===== src/rtl/ahb_defs.sv =====
// Shared AHB-Lite encodings and arbiter constants for the 5-master bus slice.
package ahb_defs;

    localparam int NUM_MASTERS = 5;

    localparam logic [1:0] HTRANS_IDLE   = 2'd0;
    localparam logic [1:0] HTRANS_BUSY   = 2'd1;
    localparam logic [1:0] HTRANS_NONSEQ = 2'd2;
    localparam logic [1:0] HTRANS_SEQ    = 2'd3;

    localparam logic [2:0] HBURST_SINGLE = 3'd0;
    localparam logic [2:0] HBURST_INCR   = 3'd1;
    localparam logic [2:0] HBURST_WRAP4  = 3'd2;
    localparam logic [2:0] HBURST_INCR4  = 3'd3;
    localparam logic [2:0] HBURST_WRAP8  = 3'd4;
    localparam logic [2:0] HBURST_INCR8  = 3'd5;
    localparam logic [2:0] HBURST_WRAP16 = 3'd6;
    localparam logic [2:0] HBURST_INCR16 = 3'd7;

    // Beats still owed after the NONSEQ beat of a fixed-length burst.
    localparam logic [3:0] BEATS_REM_4  = 4'd3;
    localparam logic [3:0] BEATS_REM_8  = 4'd7;
    localparam logic [3:0] BEATS_REM_16 = 4'd15;

    typedef enum logic {
        ST_PARK    = 1'b0,
        ST_GRANTED = 1'b1
    } arb_state_t;

    function automatic logic [3:0] burst_remaining(input logic [2:0] hburst);
        logic [3:0] rem;
        case (hburst)
            HBURST_WRAP4,  HBURST_INCR4:  rem = BEATS_REM_4;
            HBURST_WRAP8,  HBURST_INCR8:  rem = BEATS_REM_8;
            HBURST_WRAP16, HBURST_INCR16: rem = BEATS_REM_16;
            default:                      rem = 4'd0;
        endcase
        return rem;
    endfunction

    function automatic logic [2:0] onehot_to_idx(input logic [NUM_MASTERS-1:0] oh);
        logic [2:0] idx;
        idx = 3'd0;
        for (int i = 0; i < NUM_MASTERS; i++) begin
            if (oh[i]) idx = 3'(i);
        end
        return idx;
    endfunction

    function automatic logic [2:0] wrap5(input int v);
        return 3'(v % NUM_MASTERS);
    endfunction

endpackage


===== src/rtl/rr_pick5.sv =====
// Rotating-priority picker: first requester after 'last', with 'last' itself searched last.
module rr_pick5
    import ahb_defs::*;
(
    input  logic [NUM_MASTERS-1:0] req,
    input  logic [2:0]             last,
    output logic [NUM_MASTERS-1:0] grant,
    output logic                   valid
);

    logic [NUM_MASTERS-1:0] rot_req;
    logic [NUM_MASTERS-1:0] rot_gnt;

    // Rotate so position 0 is master last+1; a plain lowest-bit pick then gives round-robin order.
    genvar gi;
    generate
        for (gi = 0; gi < NUM_MASTERS; gi++) begin : g_rot
            assign rot_req[gi] = req[wrap5(int'(last) + 1 + gi)];
            assign grant[gi]   = rot_gnt[wrap5(gi + 2 * NUM_MASTERS - 1 - int'(last))];
        end
    endgenerate

    assign rot_gnt = rot_req & ~(rot_req - NUM_MASTERS'(1));
    assign valid   = |req;

endmodule


===== src/rtl/ahb_arbiter5.sv =====
// Round-robin AHB-Lite arbiter for 5 masters with burst/lock protection and tenure limit.
module ahb_arbiter5
    import ahb_defs::*;
#(
    parameter int DEF_MASTER = 0,
    parameter int MAX_HOLD   = 16,
    parameter int HCW        = 5
) (
    input  logic                   hclk,
    input  logic                   hreset,
    input  logic [NUM_MASTERS-1:0] hbusreq,
    input  logic                   hready,
    input  logic [1:0]             htrans,
    input  logic [2:0]             hburst,
    input  logic                   hmastlock,
    output logic [NUM_MASTERS-1:0] addr_sel,
    output logic [NUM_MASTERS-1:0] data_sel,
    output logic [2:0]             hmaster,
    output logic [2:0]             hmaster_data
);

    localparam logic [NUM_MASTERS-1:0] DEF_SEL  = NUM_MASTERS'(1) << DEF_MASTER;
    localparam logic [2:0]             DEF_IDX  = 3'(DEF_MASTER);
    localparam logic [HCW-1:0]         HOLD_MAX = HCW'(MAX_HOLD);

    arb_state_t             state_reg, state_next;
    logic [NUM_MASTERS-1:0] addr_sel_reg, addr_sel_next;
    logic [NUM_MASTERS-1:0] data_sel_reg;
    logic [2:0]             hmaster_reg, hmaster_data_reg;
    logic [3:0]             beat_cnt_reg, beat_cnt_next;
    logic [HCW-1:0]         hold_cnt_reg, hold_cnt_next, hold_inc;

    logic [NUM_MASTERS-1:0] pick_gnt;
    logic                   pick_valid;
    logic                   owner_req, others_req, hold_ok, switch_ok;

    rr_pick5 u_pick (
        .req   (hbusreq),
        .last  (hmaster_reg),
        .grant (pick_gnt),
        .valid (pick_valid)
    );

    always_comb begin
        beat_cnt_next = beat_cnt_reg;
        case (htrans)
            HTRANS_NONSEQ: beat_cnt_next = burst_remaining(hburst);
            HTRANS_SEQ:    beat_cnt_next = (beat_cnt_reg != 4'd0) ? beat_cnt_reg - 4'd1 : beat_cnt_reg;
            HTRANS_IDLE:   beat_cnt_next = 4'd0;
            default:       beat_cnt_next = beat_cnt_reg;
        endcase
    end

    // Tenure limit is judged on the count including the beat accepted at this edge.
    assign hold_inc = ((htrans == HTRANS_NONSEQ) || (htrans == HTRANS_SEQ)) && !(&hold_cnt_reg)
                      ? hold_cnt_reg + HCW'(1) : hold_cnt_reg;

    assign owner_req  = |(hbusreq & addr_sel_reg);
    assign others_req = |(hbusreq & ~addr_sel_reg);
    assign hold_ok    = (MAX_HOLD == 0) || (hold_inc < HOLD_MAX) || !others_req;
    assign switch_ok  = (beat_cnt_next == 4'd0) && !hmastlock;

    always_comb begin
        addr_sel_next = addr_sel_reg;
        state_next    = state_reg;
        if (switch_ok) begin
            if (owner_req && hold_ok) begin
                state_next = ST_GRANTED;
            end else if (pick_valid) begin
                addr_sel_next = pick_gnt;
                state_next    = ST_GRANTED;
            end else begin
                addr_sel_next = DEF_SEL;
                state_next    = ST_PARK;
            end
        end
    end

    assign hold_cnt_next = (addr_sel_next != addr_sel_reg) ? '0 : hold_inc;

    always_ff @(posedge hclk) begin
        if (hreset) begin
            state_reg        <= ST_PARK;
            addr_sel_reg     <= DEF_SEL;
            data_sel_reg     <= DEF_SEL;
            hmaster_reg      <= DEF_IDX;
            hmaster_data_reg <= DEF_IDX;
            beat_cnt_reg     <= 4'd0;
            hold_cnt_reg     <= '0;
        end else if (hready) begin
            state_reg        <= state_next;
            addr_sel_reg     <= addr_sel_next;
            data_sel_reg     <= addr_sel_reg;
            hmaster_reg      <= onehot_to_idx(addr_sel_next);
            hmaster_data_reg <= hmaster_reg;
            beat_cnt_reg     <= beat_cnt_next;
            hold_cnt_reg     <= hold_cnt_next;
        end
    end

    assign addr_sel     = addr_sel_reg;
    assign data_sel     = data_sel_reg;
    assign hmaster      = hmaster_reg;
    assign hmaster_data = hmaster_data_reg;

endmodule


===== config.mk =====
export PLATFORM = sky130hd
export DESIGN_NAME = ahb_arbiter5
export DESIGN_NICKNAME = d
export VERILOG_FILES = /design/src/rtl/ahb_defs.sv /design/src/rtl/rr_pick5.sv /design/src/rtl/ahb_arbiter5.sv
export SDC_FILE = /design/constraint.sdc
export NUM_CORES = 1
export LEC_CHECK = 0
export CORE_AREA = 8 8 106 108
export CTS_CLUSTER_DIAMETER = 120
export DETAILED_ROUTE_END_ITERATION = 8
export DIE_AREA = 0 0 114 116
export PLACE_DENSITY = 0.66
export SETUP_SLACK_MARGIN = 0.02
export SLEW_MARGIN = 20
export SYNTH_ARGS = -nofsm -noshare
export SYNTH_HDL_FRONTEND = slang
export SYNTH_SLANG_ARGS = --single-unit
export TNS_END_PERCENT = 100

===== constraint.sdc =====
create_clock -name hclk -period 18.7 [get_ports hclk]
set_input_delay 2.805 -clock hclk [delete_from_list [all_inputs] [get_ports hclk]]
set_output_delay 2.805 -clock hclk [all_outputs]
set_load 0.05 [all_outputs]

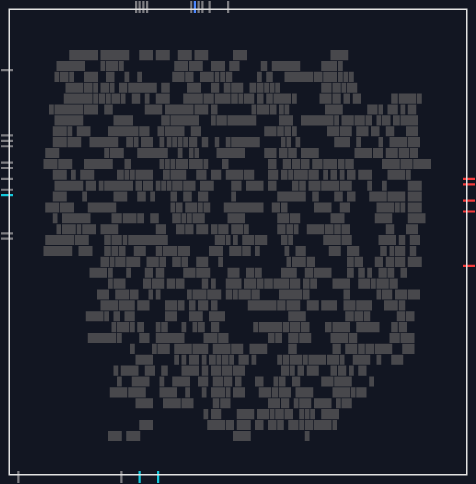
Fig. 1. I/O pins on the die edge (run 1).
Scale: 4 px per um. Pins as bars across the die edge, other pins in gray.
Red marks hbusreq, pins 5, direction input, edge right. Cyan marks hmaster, pins 3, direction output, edge 2 bottom, 1 left. Blue marks hreset, pins 1, direction input, edge top.
All pins by edge: 11 left, 10 top, 5 right, 4 bottom.

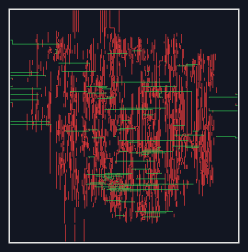
Fig. 2. Routed metal, one color a layer (run 1).
Scale: 2 px per um. Two of the layers only.
Red marks M2, wire length 6050 um. Green marks M3, wire length 898 um.

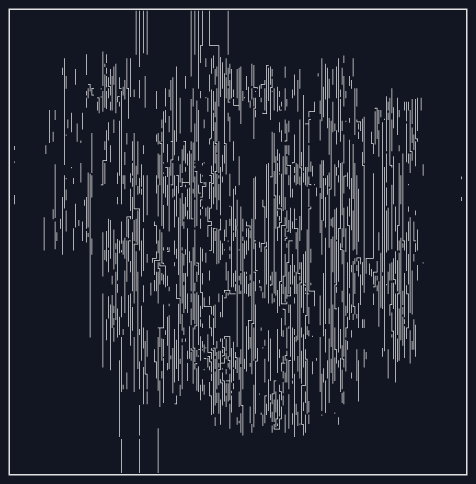
Fig. 3. The metal 2 layer (run 1).
Scale: 4 px per um.
The layer holds 47% of the routed length. The wires run mostly vertical.
Vias: 4727
sum of routed wire length over all layers: 13000 um
met2 Usage GRT: 33.4%

==> reports/results.tsv, run 1 <==
metric	value	unit
result of the run	finished, final reports clean	
I/O Buffers	28	
top comb family, area	AND-OR/OR-AND gates	
post-CTS setup buffers	0	
number of register bits inferred by synthesis	23	
hold buffers post-CTS	0	
clock buffers created by TritonCTS	3	
final number of setup-violating endpoints	0	
floorplan core area	0.00955	mm2
row count	36	
Yosys top cell by instances	sky130_fd_sc_hd__nor2_1	
maximum count of clock buffers along a single path	2	
sequential share of the synthesized area	9.84	%
top-area cell type share of the netlist area	15.5	%
Fillers	951	
die outline area	0.0132	mm2
cell type with the largest total area	sky130_fd_sc_hd__ha_1	
setup slack of the most critical reg-to-reg path	11770	ps
via count of the first global-routing pass	4604	
horizontal extent of the die	114	um
xor and xnor area share after synthesis	3.90	%
warnings from Yosys	0	
Syn Area/Cell	7.46	um2
number of DRC violations after detailed routing	0	
total instance count after detailed placement	756	
Async S/R FF share, synth	0	%
slew at the pin closest to its max-slew limit	1030	ps
antenna violations before repair	0	
commonest cells after routing, fill and taps aside	59 x sky130_fd_sc_hd__nor2_1, 58 x sky130_fd_sc_hd__ha_1, 46 x sky130_fd_sc_hd__nand2_1, 40 x sky130_fd_sc_hd__inv_1, 37 x sky130_fd_sc_hd__a21oi_1	
area delta synth->final	7.57	%
total half-perimeter wirelength after legalization and detailed placement	9620	um
TritonCTS clock tree	built	
launch point of the worst path	hmaster[1]	
Max-Slew Margin vs Limit	31.2	%
sort of element at the end of the critical path	register	
clock-pin slew on the worst setup and hold paths	90	ps
summed standard-cell area reported by yosys	0.00468	mm2
count of pins over their slew limit	0	
depth of the most critical reg-to-reg path	20	
Largest cells by area	sky130_fd_sc_hd__ha_1 16%, sky130_fd_sc_hd__dfxtp_1 9.8%, sky130_fd_sc_hd__mux2i_1 4.9%, sky130_fd_sc_hd__nor2_1 4.7%, sky130_fd_sc_hd__a21oi_1 4.0%	
RD Place Congestion	0.912	
Detailed Route Iter0 Violations	481	
master cell of the clock root buffer	sky130_fd_sc_hd__clkbuf_8	
post-CTS resize count	0	
maximum level of the CTS H-tree	1	
routed length per placed instance	17.1	um
Crit Reg-Reg Startpoint	hmaster[1]	
top cells by count	59 x sky130_fd_sc_hd__nor2_1, 58 x sky130_fd_sc_hd__ha_1, 46 x sky130_fd_sc_hd__nand2_1	
classification of the worst-slack hold path	reg -> reg	
tool warnings	62	
RSZ-0062 raised after global routing	no	
post-synthesis compound-gate area fraction	30.8	%
global-route wire length before repair	21600	um
endpoint of the worst-slack reg-to-reg timing path	hold_cnt_reg[4]	
logic area	0.00388	mm2
tightest hold margin	472	ps
final count of hold timing violations	0	
Mapped Cells	627	
summed area of non-filler cells in the final layout	0.00503	mm2
classification of the worst setup path	reg -> reg	
highest clock frequency the design can meet	144	MHz
Final WS setup	11770	ps
clock insertion delay at the later pin of the skew report	270	ps
setup slack at placement	11880	ps
First-pass DRT Iterations	7	
Critical Path RT	18900	ps
area of all sequential standard cells	462	um2
ratio of cells with drive above 1 in the final layout	8.13	%
adder share	16.8	%
syn_nets	702	
number of sinks on the clock net	23	
total grt overflow	0	
critical path arrival	7120	ps
number of placed I/O pins	30	
average via count per standard cell	6.22	
Placed Area	0.00498	mm2
run 1: critical path, stage by stage, from the launching register on:
cell and delay, ps:
sky130_fd_sc_hd__dfxtp_1 830, sky130_fd_sc_hd__ha_1 480, sky130_fd_sc_hd__xor2_2 560, sky130_fd_sc_hd__ha_1 650, sky130_fd_sc_hd__nand2_1 170, sky130_fd_sc_hd__and4_1 230, sky130_fd_sc_hd__or2_1 260, sky130_fd_sc_hd__ha_1 210
sky130_fd_sc_hd__o21ai_0 170, sky130_fd_sc_hd__o211ai_1 130, sky130_fd_sc_hd__a31oi_1 350, sky130_fd_sc_hd__a21oi_1 120, sky130_fd_sc_hd__o41ai_2 510, sky130_fd_sc_hd__nand2_1 340, sky130_fd_sc_hd__a2111oi_4 480, sky130_fd_sc_hd__a2bb2oi_1 150
sky130_fd_sc_hd__a31oi_1 230, sky130_fd_sc_hd__o2111ai_1 200, sky130_fd_sc_hd__o31ai_4 370, sky130_fd_sc_hd__nand3_1 200, sky130_fd_sc_hd__o22ai_1 190
run 1: kinds of logic (layout without fill, tap and decap cells):
family / Yosys count / count (layout)
AND/OR/NAND/NOR: 221 / 221
AND-OR/OR-AND: 192 / 192
buffers and inverters: 79 / 79
adder cells (fa/ha/maj): 61 / 61
multiplexers: 31 / 31
flip-flops: 23 / 23
XOR/XNOR: 20 / 20
run 1: worst min-delay path by stage:
| stage | slack (ps) | cells past startpoint | end | from |
|---|---|---|---|---|
| after global placement | 460 | 2 | hold_cnt_reg[4] | hold_cnt_reg[4] |
| after CTS | 470 | 2 | hold_cnt_reg[4] | hold_cnt_reg[4] |
| after detailed placement | 460 | 2 | hold_cnt_reg[4] | hold_cnt_reg[4] |
| final | 470 | 2 | hold_cnt_reg[4] | hold_cnt_reg[4] |
| after floorplan | 450 | 2 | hold_cnt_reg[4] | hold_cnt_reg[4] |
| after global routing | 500 | 2 | hold_cnt_reg[4] | hold_cnt_reg[4] |
run 1: cell type report:
type / instances / area share (%)
multi-input combinational: 525 / 77.1
sequential: 23 / 9.17
timing repair buffer: 33 / 6.32
tap: 133 / 3.31
inverter: 42 / 3.13
clock buffer: 3 / 0.820
clock inverter: 1 / 0.149
run 1: per-layer routing:
layer | global-route usage (%) | part of all wire, % | up-vias
met2 | 33.4 | 47 | 165
met1 | 24.1 | 45 | 2215
met4 | 4.88 | 1.7 | 0
li1 | - | - | 2321
met5 | 0 | 0 | -
met3 | 3.60 | 6.9 | 26
--- run 2 (diff from run 1) ---
Clock period 18.7 ns to 6.5 ns, I/O delays scaled along.
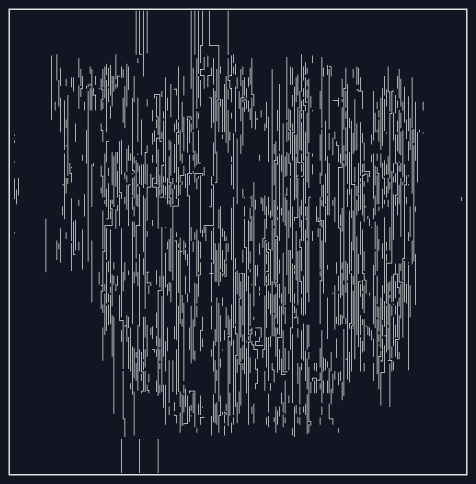
Fig. 4. The metal 2 layer (run 2).
Scale: 4 px per um.
The wires run mostly vertical. The longest straight run is 43.7 um. 583 nets have wire on it. The layer holds 49% of the routed length. The layer carries 6620 um of wire.
met2 Usage GRT: 36.6%
sum of routed wire length over all layers: 13500 um

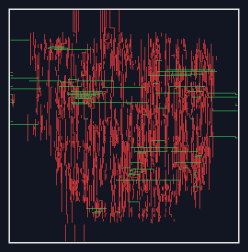
Fig. 5. Routed metal, one color a layer (run 2).
Scale: 2 px per um. Two of the layers only.
Red marks M2, wire length 6620 um. Green marks M3, wire length 685 um.

==> run 2 against run 1 <==
Compared with the run above:
- fmax increased by 18%
- first-iteration DRC count fell by 19%
- routed wire length rose by 4.2%
- highest routed layer unchanged
==> reports/results.tsv, run 2 <==
metric	value	unit	change
sequential share of the synthesized area	9.84	%	unchanged
Syn Area/Cell	7.46	um2	unchanged
Placed Area	0.00508	mm2	+2.0%
launch point of the worst path	hmaster[0]		
antenna violations before repair	0		unchanged
final number of setup-violating endpoints	0		unchanged
Hold Startpoint	hold_cnt_reg[4]		
minimum clock period after layout	5890	ps	
Worst Path Buf+Inv	2		+2
post-CTS setup buffers	0		unchanged
Worst path slowest cell	sky130_fd_sc_hd__o41ai_2		
summed area of non-filler cells in the final layout	0.00513	mm2	+2.0%
RSZ-0062 raised after global routing	no		
clock insertion delay at the later pin of the skew report	270	ps	about the same
post-CTS resize count	0		unchanged
number of DRC violations after detailed routing	0		unchanged
row count	36		unchanged
syn_nets	702		unchanged
total instance count after detailed placement	769		+1.7%
die outline area	0.0132	mm2	unchanged
Synth Cell Area	0.00468	mm2	
total grt overflow	0		unchanged
total half-perimeter wirelength after legalization and detailed placement	10400	um	+7.7%
Distinct lib cells used	84		
kind of cell adding the most delay to the critical path	AND-OR/OR-AND gates		
highest clock frequency the design can meet	170	MHz	+18%
Largest cells by area	sky130_fd_sc_hd__ha_1 16%, sky130_fd_sc_hd__dfxtp_1 9.8%, sky130_fd_sc_hd__mux2i_1 4.9%, sky130_fd_sc_hd__nor2_1 4.7%, sky130_fd_sc_hd__a21oi_1 4.0%		
vertical die dimension	116	um	
maximum level of the CTS H-tree	1		unchanged
final non-filler cell total	773		
average via count per standard cell	6.18		-0.60%
critical path arrival	6070	ps	-1050 ps
top cells by count	59 x sky130_fd_sc_hd__nor2_1, 58 x sky130_fd_sc_hd__ha_1, 46 x sky130_fd_sc_hd__nand2_1		
Yosys top cell by instances	sky130_fd_sc_hd__nor2_1		
post-layout period usage	90.7	%	
Max-Slew Margin vs Limit	34.9	%	+3.8 points
Crit Reg-Reg Startpoint	hmaster[0]		
tool warnings	62		unchanged
summed standard-cell area reported by yosys	0.00468	mm2	unchanged
Critical Path RT	6680	ps	-12220 ps
horizontal extent of the die	114	um	unchanged
commonest cells after routing, fill and taps aside	59 x sky130_fd_sc_hd__nor2_1, 58 x sky130_fd_sc_hd__ha_1, 46 x sky130_fd_sc_hd__nand2_1, 40 x sky130_fd_sc_hd__inv_1, 37 x sky130_fd_sc_hd__a21oi_1		
result of the run	finished, final reports clean		
Dominant flop cell	sky130_fd_sc_hd__dfxtp_1		
via count of the first global-routing pass	4680		+1.7%
crit-path max FO	39		
Diodes inserted	0		
Final #Nets	716		
worst path cell trace	buf_6 -> nand2_1 -> inv_2 -> ha_1 -> nand2_1 -> and4_1 -> or2_1 -> ha_1 -> o21ai_0 -> o211ai_1 -> a31oi_1 -> a21oi_1 -> o41ai_2 -> nand2_1 -> a2111oi_4 -> a2bb2oi_1 -> a31oi_1 -> o2111ai_1 -> o31ai_4 -> nand2_1 -> o32ai_1		
Detailed Route Iter0 Violations	389		-19%
final count of hold timing violations	0		unchanged
share of the core filled with cells	53.7	%	
warnings from Yosys	0		unchanged
Max-cap violations	0		
number of register bits inferred by synthesis	23		unchanged
type of element launching the critical path	register		
final setup skew	4.28	ps	
number of sinks on the clock net	23		unchanged
classification of the worst-slack hold path	reg -> reg		
logic area	0.00388	mm2	unchanged
residual antenna-violating net count after detailed routing	0		
most used logic cell in the final layout	sky130_fd_sc_hd__nor2_1		
Mapped Cells	627		unchanged
pre-placement core utilization	49.0	%	
CP peak stage delay	570	ps	-260 ps
sort of element at the end of the critical path	register		
area delta synth->final	9.71	%	
ratio of cells with drive above 1 in the final layout	10.2	%	+2.0 points
Vias	4779		+1.1%
maximum count of clock buffers along a single path	2		unchanged
clock-pin slew on the worst setup and hold paths	90	ps	about the same
RD Place Congestion	0.954		+4.6%
count of pins over their slew limit	0		unchanged
hold buffers post-CTS	0		unchanged
cell type with the largest total area	sky130_fd_sc_hd__ha_1		
Post-synth EDFFs	0		
yosys cell count	627		
TritonCTS clock tree	built		
clock buffers created by TritonCTS	3		unchanged
master cell of the clock root buffer	sky130_fd_sc_hd__clkbuf_8		
routed length per placed instance	17.5	um	+2.5%
global router's overall resource usage	20.6	%	
First-pass DRT Iterations	6		-1
largest net degree at the start of global routing	40		
floorplan core area	0.00955	mm2	unchanged
Async S/R FF share, synth	0	%	unchanged
slew at the pin closest to its max-slew limit	973	ps	-56.3 ps
sum of negative setup slack	0	ps	
area of all sequential standard cells	463	um2	+0.27%
top-area cell type share of the netlist area	15.5	%	unchanged
Fillers	936		-1.6%
classification of the worst setup path	reg -> reg		
most used cell along the critical path	sky130_fd_sc_hd__nand2_1		
global-route wire length before repair	22500	um	+4.4%
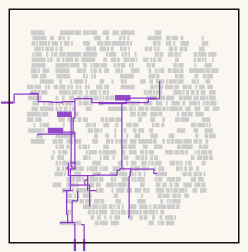
Fig. 6. I/O nets highlighted (run 2).
Scale: 2 px per um.
Purple marks hmaster, direction output, end cells 3, buffers 4, wire 453 um.
I/O Buffers: 28
number of placed I/O pins: 30

[run 2: worst paths after layout]
kind                            cells past startpoint  slack (ps)              end
worst max-delay path                               21         610  hold_cnt_reg[3]
worst min-delay path                                2         480  hold_cnt_reg[4]
worst max register to register                     21         610  hold_cnt_reg[3]
worst min register to register                      2         480  hold_cnt_reg[4]
[run 2: layer usage]
metal	global-route usage, %	share of wire, %
met5	0	0
met1	25.4	44
met4	6.48	1.7
met3	2.19	5.1
met2	36.6	49
[run 2: final cells by class]
| class | instances | share of cell area (%) |
|---|---|---|
| multi-input cells | 525 | 75.6 |
| flip-flops and latches | 23 | 9.02 |
| repair buffers | 46 | 8.17 |
| well taps | 133 | 3.24 |
| inverters | 42 | 3.07 |
| clock buffers | 3 | 0.804 |
| clock inverters | 1 | 0.0975 |
[run 2: cell families (layout without fill, tap and decap cells)]
logic type	Yosys count	count (layout)	share of synthesized area [%]
AND-OR/OR-AND	192	192	30.8
XOR/XNOR	20	20	3.90
adder cells (fa/ha/maj)	61	61	16.8
buffers and inverters	79	92	7.22
flip-flops	23	23	9.84
multiplexers	31	31	7.09
AND/OR/NAND/NOR	221	221	24.3
[run 2: worst register-to-register path, cell delays in order (launching register included)]
cell                        delay, ps
sky130_fd_sc_hd__dfxtp_2          450
sky130_fd_sc_hd__buf_6            340
sky130_fd_sc_hd__nand2_1          190
sky130_fd_sc_hd__inv_2            210
sky130_fd_sc_hd__ha_1             270
sky130_fd_sc_hd__nand2_1          110
sky130_fd_sc_hd__and4_1           190
sky130_fd_sc_hd__or2_1            250
sky130_fd_sc_hd__ha_1             210
sky130_fd_sc_hd__o21ai_0          170
sky130_fd_sc_hd__o211ai_1         140
sky130_fd_sc_hd__a31oi_1          390
sky130_fd_sc_hd__a21oi_1          130
sky130_fd_sc_hd__o41ai_2          570
sky130_fd_sc_hd__nand2_1          340
sky130_fd_sc_hd__a2111oi_4        470
sky130_fd_sc_hd__a2bb2oi_1        150
sky130_fd_sc_hd__a31oi_1          250
sky130_fd_sc_hd__o2111ai_1        210
sky130_fd_sc_hd__o31ai_4          380
sky130_fd_sc_hd__nand2_1           90
sky130_fd_sc_hd__o32ai_1          270
[run 2: stage by stage]
stage / hold slack, ps / setup slack, ps
floorplan: 446 / 143
global placement: 463 / 760
detailed placement: 462 / 573
CTS: 477 / 530
global route: 506 / 71.3
finish: 481 / 606
--- run 3 (diff from run 2) ---
Settings changed: CORE_AREA 8 8 106 108 to 8 8 154 84, DIE_AREA 0 0 114 116 to 0 0 162 92, SYNTH_HIERARCHICAL set to 1.
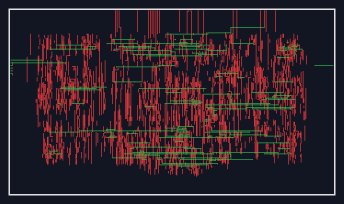
Fig. 7. Routed metal, one color a layer (run 3).
Scale: 2 px per um. Two of the layers only.
Red marks M2, wire length 6800 um. Green marks M3, wire length 1490 um.

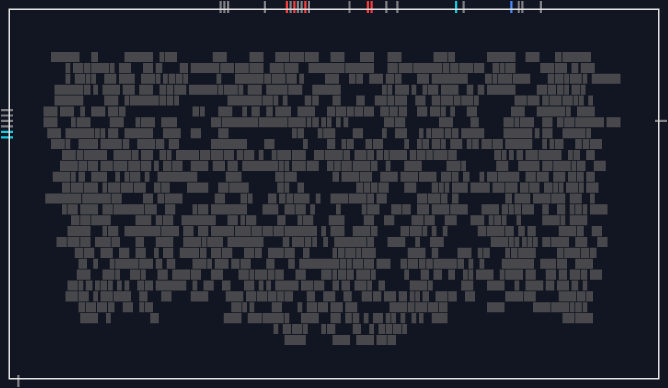
Fig. 8. I/O pins on the die edge (run 3).
Scale: 4 px per um. Pins as bars across the die edge, other pins in gray.
Red marks hbusreq, pins 5, direction input, edge top. Blue marks hreset, pins 1, direction input, edge top. Cyan marks hmaster, pins 3, direction output, edge 2 left, 1 top.
All pins by edge: 22 top, 6 left, 1 right, 1 bottom.
vertical die dimension: 92 um
horizontal extent of the die: 162 um

==> run 3 against run 2 <==
Compared with the run above:
- non-clock buffer count rose by 41
- final area increased by 26%
- largest cell class unchanged
- routed wire length is 27% higher
- die size grew 13%
- critical endpoint is now hold_cnt_reg[1]
- register-to-register slack worse by 430 ps
==> reports/results.tsv, run 3 <==
metric	value	unit	change
number of DRC violations after detailed routing	0		unchanged
adder share	15.2	%	-1.6 points
classification of the worst setup path	reg -> reg		
Vias	5925		+24%
endpoint of the worst-slack reg-to-reg timing path	hold_cnt_reg[1]		
type of element launching the critical path	register		
syn_nets	817		+16%
yosys simple share	26.6	%	+2.3 points
Final #Nets	871		+22%
most used logic cell in the final layout	sky130_fd_sc_hd__nand2_1		
Detailed Route Iter0 Violations	564		+45%
sequential share of the synthesized area	8.76	%	-1.1 points
number of register bits inferred by synthesis	23		unchanged
I/O Buffers	28		unchanged
summed area of non-filler cells in the final layout	0.00647	mm2	+26%
global-route wire length before repair	27800	um	+23%
die outline area	0.0149	mm2	+13%
via count of the first global-routing pass	5364		+15%
top comb family, area	AND-OR/OR-AND gates		
Yosys top cell by instances	sky130_fd_sc_hd__nand2_1		
Critical Path RT	6680	ps	about the same
Diodes inserted	0		unchanged
Post-synth EDFFs	0		unchanged
Async S/R FF share, synth	0	%	unchanged
TritonCTS clock tree	built		
First-pass DRT Iterations	8		+2
total half-perimeter wirelength after legalization and detailed placement	13100	um	+27%
RSZ-0062 raised after global routing	yes		
ratio of cells with drive above 1 in the final layout	19.3	%	+9.2 points
pre-placement core utilization	49.2	%	+0.24 points
critical path arrival	6510	ps	+440 ps
top cells by count	65 x sky130_fd_sc_hd__nand2_1, 64 x sky130_fd_sc_hd__ha_1, 60 x sky130_fd_sc_hd__nor2_1		
minimum clock period after layout	6330	ps	+431 ps
Largest cells by area	sky130_fd_sc_hd__ha_1 15%, sky130_fd_sc_hd__dfxtp_1 8.8%, sky130_fd_sc_hd__o21ai_0 4.9%, sky130_fd_sc_hd__nand2_1 4.6%, sky130_fd_sc_hd__nor2_1 4.3%		
warnings from Yosys	6		+6
clock buffers created by TritonCTS	3		unchanged
number of sinks on the clock net	23		unchanged
xor and xnor area share after synthesis	4.31	%	+0.40 points
classification of the worst-slack hold path	reg -> reg		
tool warnings	65		+4.8%
launch point of the worst path	hmaster[1]		
maximum level of the CTS H-tree	1		unchanged
hold buffers post-CTS	0		unchanged
Placed Area	0.00604	mm2	+19%
antenna violations before repair	0		unchanged
logic area	0.00479	mm2	+24%
RD Place Congestion	0.857		-10%
sort of element at the end of the critical path	register		
area of all sequential standard cells	468	um2	+1.1%
total grt overflow	0		unchanged
largest net degree at the start of global routing	30		-25%
final number of setup-violating endpoints	0		unchanged
post-synthesis compound-gate area fraction	31.7	%	+0.83 points
final setup skew	5.97	ps	+1.69 ps
Distinct lib cells used	88		+4.8%
commonest cells after routing, fill and taps aside	65 x sky130_fd_sc_hd__nand2_1, 58 x sky130_fd_sc_hd__nor2_1, 58 x sky130_fd_sc_hd__buf_4, 55 x sky130_fd_sc_hd__ha_1, 44 x sky130_fd_sc_hd__inv_1		
crit-path max FO	7		-82%
count of pins over their slew limit	0		unchanged
master cell of the clock root buffer	sky130_fd_sc_hd__clkbuf_16		
clock-pin slew on the worst setup and hold paths	70	ps	-20 ps
Crit Reg-Reg Startpoint	hmaster[1]		
final count of hold timing violations	0		unchanged
end point of the critical path	hold_cnt_reg[1]		
Max-cap violations	0		unchanged
post-layout period usage	97.3	%	+6.6 points
setup slack of the most critical reg-to-reg path	170	ps	-430 ps
depth of the most critical reg-to-reg path	33		+57%
number of placed I/O pins	30		unchanged
clock insertion delay at the later pin of the skew report	270	ps	about the same
global router's overall resource usage	22.0	%	+1.5 points
residual antenna-violating net count after detailed routing	0		unchanged
result of the run	finished, final reports clean		
Dominant flop cell	sky130_fd_sc_hd__dfxtp_1		
highest clock frequency the design can meet	158	MHz	-6.8%
area delta synth->final	23.1	%	
summed standard-cell area reported by yosys	0.00526	mm2	+12%
Mapped Cells	739		+18%
Synth Cell Area	0.00526	mm2	+12%
Worst path slowest cell	sky130_fd_sc_hd__dfxtp_4		
top-area cell type share of the netlist area	15.2	%	-0.27 points
total instance count after detailed placement	920		+20%
final non-filler cell total	937		+21%
average via count per standard cell	6.32		+2.3%
Max-Slew Margin vs Limit	36.1	%	+1.2 points
sum of routed wire length over all layers	17200	um	+27%
multiplexer share of the synthesized area	6.55	%	-0.54 points
CP peak stage delay	370	ps	-200 ps
yosys cell count	739		+18%
slew at the pin closest to its max-slew limit	955	ps	-17.5 ps
floorplan core area	0.0107	mm2	+12%
cell type with the largest total area	sky130_fd_sc_hd__ha_1		
Syn Area/Cell	7.11	um2	-4.7%
routed length per placed instance	18.3	um	+4.7%
maximum count of clock buffers along a single path	2		unchanged
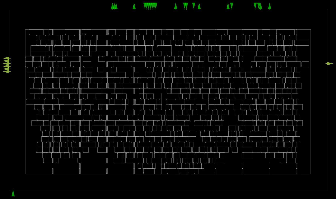
Fig. 9. Placed standard cells (run 3).
number of tapcells: 145
row count: 27
Fillers: 971
share of the core filled with cells: 60.6%

-- run 3: netlist changes by cell type in the layout (fill, tap and decap cells not counted), sizes merged, moves of 9 or more --
cell	previous run	this run
buf	18	59
o21ai	32	54
nand2	46	66
nor3	13	25
a211oi	12	23
nand3	12	23
inv	42	51
-- run 3: area by class of cell --
class	instances	area share [%]
sequential	23	7.23
multi-input combinational	625	74.1
clock inverter	1	0.116
inverter	53	3.33
timing repair buffer	87	11.2
tap	145	2.80
clock buffer	3	1.16
-- run 3: per-layer routing --
layer / GRT usage (%) / vias to the layer above / wire [um]
met3: 4.64 / 10 / 1490
met1: 34.8 / 2801 / 8830
met2: 30.1 / 246 / 6800
met5: 0 / - / 0
li1: - / 2868 / -
met4: 1.68 / 0 / 40
-- run 3: worst min-delay path by stage --
stage / start / end / slack (ps) / cells after the start
after floorplan: hold_cnt_reg[4] / hold_cnt_reg[4] / 460 / 2
final: hold_cnt_reg[4] / hold_cnt_reg[4] / 490 / 2
after CTS: hold_cnt_reg[4] / hold_cnt_reg[4] / 490 / 2
after global placement: hold_cnt_reg[4] / hold_cnt_reg[4] / 470 / 2
after global routing: hold_cnt_reg[4] / hold_cnt_reg[4] / 510 / 2
after detailed placement: hold_cnt_reg[4] / hold_cnt_reg[4] / 480 / 2
-- run 3: cell families (layout without fill, tap and decap cells) --
group           Yosys count  in the layout
compound gates          234            234
fa+ha+maj                64             64
simple gates            271            271
buf+inv                  91            144
flops                    23             23
xor+xnor                 25             25
mux                      31             31
-- run 3: worst max-delay path: cells and delay by family (launching register included) --
family                     cells  cell delay [ps]
AOI/OAI and AO/OA              9             2060
xor gates and xnor gates       4              590
adders and majority gates      5             1000
buffers and inverters          4              660
DFF                            1              370
muxes                          2              520
and+or+nand+nor                9             1050
-- run 3: per-stage QoR --
stage	utilization, %	setup WS, ps	hold slack [ps]	setup TNS [ps]
floorplan	-	-678	458	-3180
finish	60.6	174	489	0
detailed placement	56.6	-170	478	-527
CTS	57.8	27.2	488	0
global placement	56.6	13.4	467	0
global route	60.6	-86.2	510	-204
-- run 3: timing repair --
action                                  CTS  global route
gates resized                             6            51
endpoints found under the setup margin    5             7
pin swaps                                 4            28
buffers inserted                          1            13
